===== config.mk =====
export PLATFORM = sky130hd
export DESIGN_NAME = uc_arbiter
export DESIGN_NICKNAME = d
export VERILOG_FILES = /design/src/rtl/uc_arbiter.sv
export SDC_FILE = /design/constraint.sdc
export NUM_CORES = 1
export LEC_CHECK = 0
export ABC_AREA = 1
export CORE_UTILIZATION = 40
export CTS_CLUSTER_SIZE = 20
export DETAILED_ROUTE_END_ITERATION = 10
export PLACE_DENSITY = 0.61
export SLEW_MARGIN = 20
export SYNTH_ARGS = -nofsm -noshare
export SYNTH_HDL_FRONTEND = slang
export SYNTH_SLANG_ARGS = --single-unit

===== constraint.sdc =====
create_clock -name clk -period 5.03 [get_ports clk]
set_input_delay 0.7545 -clock clk [delete_from_list [all_inputs] [get_ports clk]]
set_output_delay 0.7545 -clock clk [all_outputs]
set_load 0.02 [all_outputs]

===== src/rtl/uc_arbiter.sv =====
// uc_arbiter: round-robin unit clause pop, duplicate/conflict filter and literal broadcast
module uc_arbiter #(
   parameter int NUM_ENG = 4,
   parameter int DATA_LEN = 512,
   parameter int HIST_DEPTH = 16,
   localparam int LW = $clog2(DATA_LEN),
   localparam int PW = $clog2(NUM_ENG),
   localparam int CW = $clog2(HIST_DEPTH + 1),
   localparam int HW = $clog2(HIST_DEPTH)
) (
   input  logic                 clk,
   input  logic                 rst,
   input  logic                 clear,
   input  logic [NUM_ENG-1:0]   q_empty,
   output logic [NUM_ENG-1:0]   q_pop,
   input  logic signed [LW-1:0] q_data [NUM_ENG],
   output logic                 out_valid,
   output logic signed [LW-1:0] out_lit,
   input  logic                 out_ready,
   output logic                 conflict,
   output logic signed [LW-1:0] conflict_lit,
   output logic                 hist_full,
   output logic                 busy
);
   logic [PW-1:0] rr_ptr, gnt, nxt_ptr;
   logic [CW-1:0] hist_cnt;
   logic signed [LW-1:0] hist [HIST_DEPTH];
   logic signed [LW-1:0] lit, neg;
   logic any, pop, dup, neg_hit, full, halted;

   assign halted = conflict | hist_full;
   assign full = hist_cnt == CW'(HIST_DEPTH);
   assign lit = q_data[gnt];
   assign neg = -lit;
   assign pop = rst && !halted && !clear && (!out_valid || out_ready) && any;
   assign q_pop = pop ? (NUM_ENG'(1) << gnt) : '0;
   assign nxt_ptr = (gnt == PW'(NUM_ENG - 1)) ? '0 : gnt + 1'b1;
   assign busy = rst && !halted && (out_valid || !(&q_empty));

   // first non-empty queue scanning from rr_ptr; descending loop lets the nearest win
   always_comb begin
      logic [PW-1:0] idx;
      idx = '0;
      gnt = '0;
      any = 1'b0;
      for (int i = NUM_ENG - 1; i >= 0; i--) begin
         idx = PW'((int'(rr_ptr) + i) % NUM_ENG);
         if (!q_empty[idx]) begin
            gnt = idx;
            any = 1'b1;
         end
      end
   end

   // compare the candidate literal and its negation against the valid history entries
   always_comb begin
      dup = 1'b0;
      neg_hit = 1'b0;
      for (int i = 0; i < HIST_DEPTH; i++) begin
         if (CW'(i) < hist_cnt) begin
            dup = dup | (hist[i] == lit);
            neg_hit = neg_hit | (hist[i] == neg);
         end
      end
   end

   // history storage needs no reset; only entries below hist_cnt are ever read
   always_ff @(posedge clk) begin
      if (pop && !neg_hit && !dup && !full) hist[HW'(hist_cnt)] <= lit;
   end

   // control, flags and output register
   always_ff @(posedge clk or negedge rst) begin
      if (!rst) begin
         rr_ptr <= '0;
         hist_cnt <= '0;
         conflict <= 1'b0;
         conflict_lit <= '0;
         hist_full <= 1'b0;
         out_valid <= 1'b0;
         out_lit <= '0;
      end else if (clear) begin
         rr_ptr <= '0;
         hist_cnt <= '0;
         conflict <= 1'b0;
         conflict_lit <= '0;
         hist_full <= 1'b0;
         out_valid <= 1'b0;
      end else if (pop) begin
         rr_ptr <= nxt_ptr;
         if (neg_hit) begin
            conflict <= 1'b1;
            conflict_lit <= lit;
            out_valid <= 1'b0;
         end else if (dup) begin
            out_valid <= 1'b0;
         end else if (full) begin
            hist_full <= 1'b1;
            out_valid <= 1'b0;
         end else begin
            hist_cnt <= hist_cnt + 1'b1;
            out_lit <= lit;
            out_valid <= 1'b1;
         end
      end else if (out_valid && out_ready) begin
         out_valid <= 1'b0;
      end
   end
endmodule


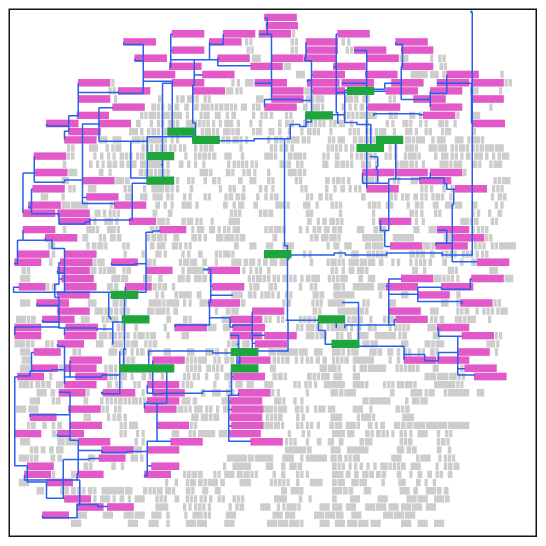
Figure 1: clock network drawn from the DEF.
(3 px per um)
legend:
  cells driving clock nets:
    color: green
    count: 17
  flip-flops:
    color: magenta
    count: 172
  clock wires:
    color: blue
    length: 2380 um
flops lie: spread over the die

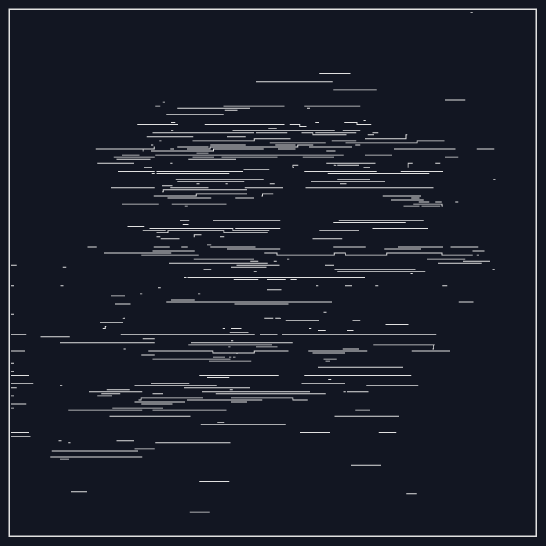
Figure 2: metal 3.
(3 px per um)
longest straight run: 62.6 um
nets with wire on the layer: 176
share of all routed wire: 7.8%
wire length on this layer: 3330 um

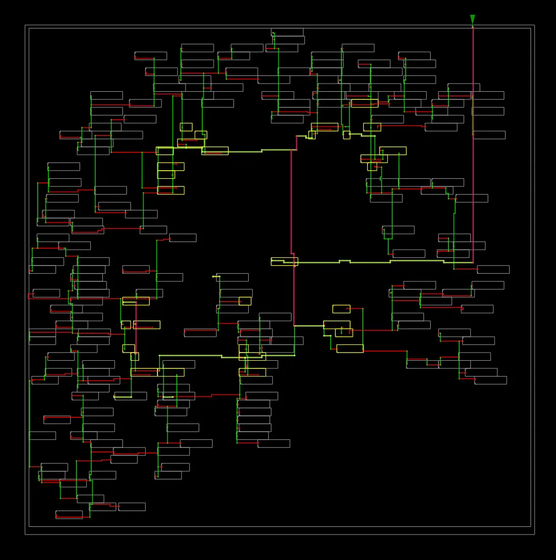
Figure 3: clock wiring as the flow saved it.
clock skew: 0.0172 ns
CTS buffer count: 17
clk latency late pin: 0.44 ns

==> impl_metrics.yaml <==
# generated from flow reports
sta:
  period_needed_ns: 4.70
  rsz0062_at_grt: "false"
  worst_slack_ns: 0.332
worst_setup_path:
  critical_path_class: "input pin to register"
grt:
  gr-usage-met3: 0.0348
route:
  dr.pass1.iters: 6
  vias: 11400
  detail_route.wl_per_cell_um: 20.0
  wl_met3_um: 3330
finish:
  clockNetworkAreaShare: 0.0411
  dominant_cells: "multi-input combinational cells"
  inverters_excl_clock: 182
job:
  warnings: 32
floorplan:
  ios: 70
synthesis:
  ys.flops: 172
  adder_share: 0.00938
  ys_sh_mux: 0
placement:
  detailedPlace.worstSlack_ns: -0.108
outcome:
  status: "finished clean"
cts:
  cts_sinks: 172
[worst min path at each step]
stage | startpoint | end | slack [ns] | cells past startpoint
after detailed placement | out_lit[6] | out_lit[6] | 0.48 | 2
after CTS | out_lit[7] | out_lit[7] | 0.51 | 2
final | out_lit[4] | out_lit[4] | 0.50 | 2
after global routing | out_lit[7] | out_lit[7] | 0.54 | 2
after global placement | out_lit[6] | out_lit[6] | 0.48 | 2
after floorplan | rst | conflict | 0.46 | 0
[registers in the layout, summed over array words and instances, names as in the netlist]
| name | cells |
|---|---|
| hist_full | 1 |
| out_lit | 9 |
| conflict_lit | 9 |
| rr_ptr | 2 |
| out_valid | 1 |
| conflict | 1 |
| hist_cnt | 5 |
| hist | 144 |
[timing repair]
action,in CTS,in global routing
hold endpoints to repair,0,0
gates resized,0,1
endpoints found under the setup margin,0,60
buffers inserted,0,2
[worst max-delay path: cells and delay by family]
| kind | cells | cell delay (ns) |
|---|---|---|
| simple gates | 20 | 2.62 |
| buf+inv | 6 | 1.47 |
[stage by stage]
| step | setup TNS, ns | instances | instance area, um2 | hold slack, ns |
|---|---|---|---|---|
| 4_1_cts | 0 | 2146 | 14500 | 0.505 |
| 3_5_place_dp | -5.01 | 2114 | 13900 | 0.478 |
| 5_1_grt | 0 | 2148 | 14500 | 0.539 |
| 6_report | 0 | 2148 | 14500 | 0.502 |
| 3_3_place_gp | -0.194 | 2114 | 13900 | 0.479 |
| 2_1_floorplan | 0 | 1588 | 12000 | 0.459 |
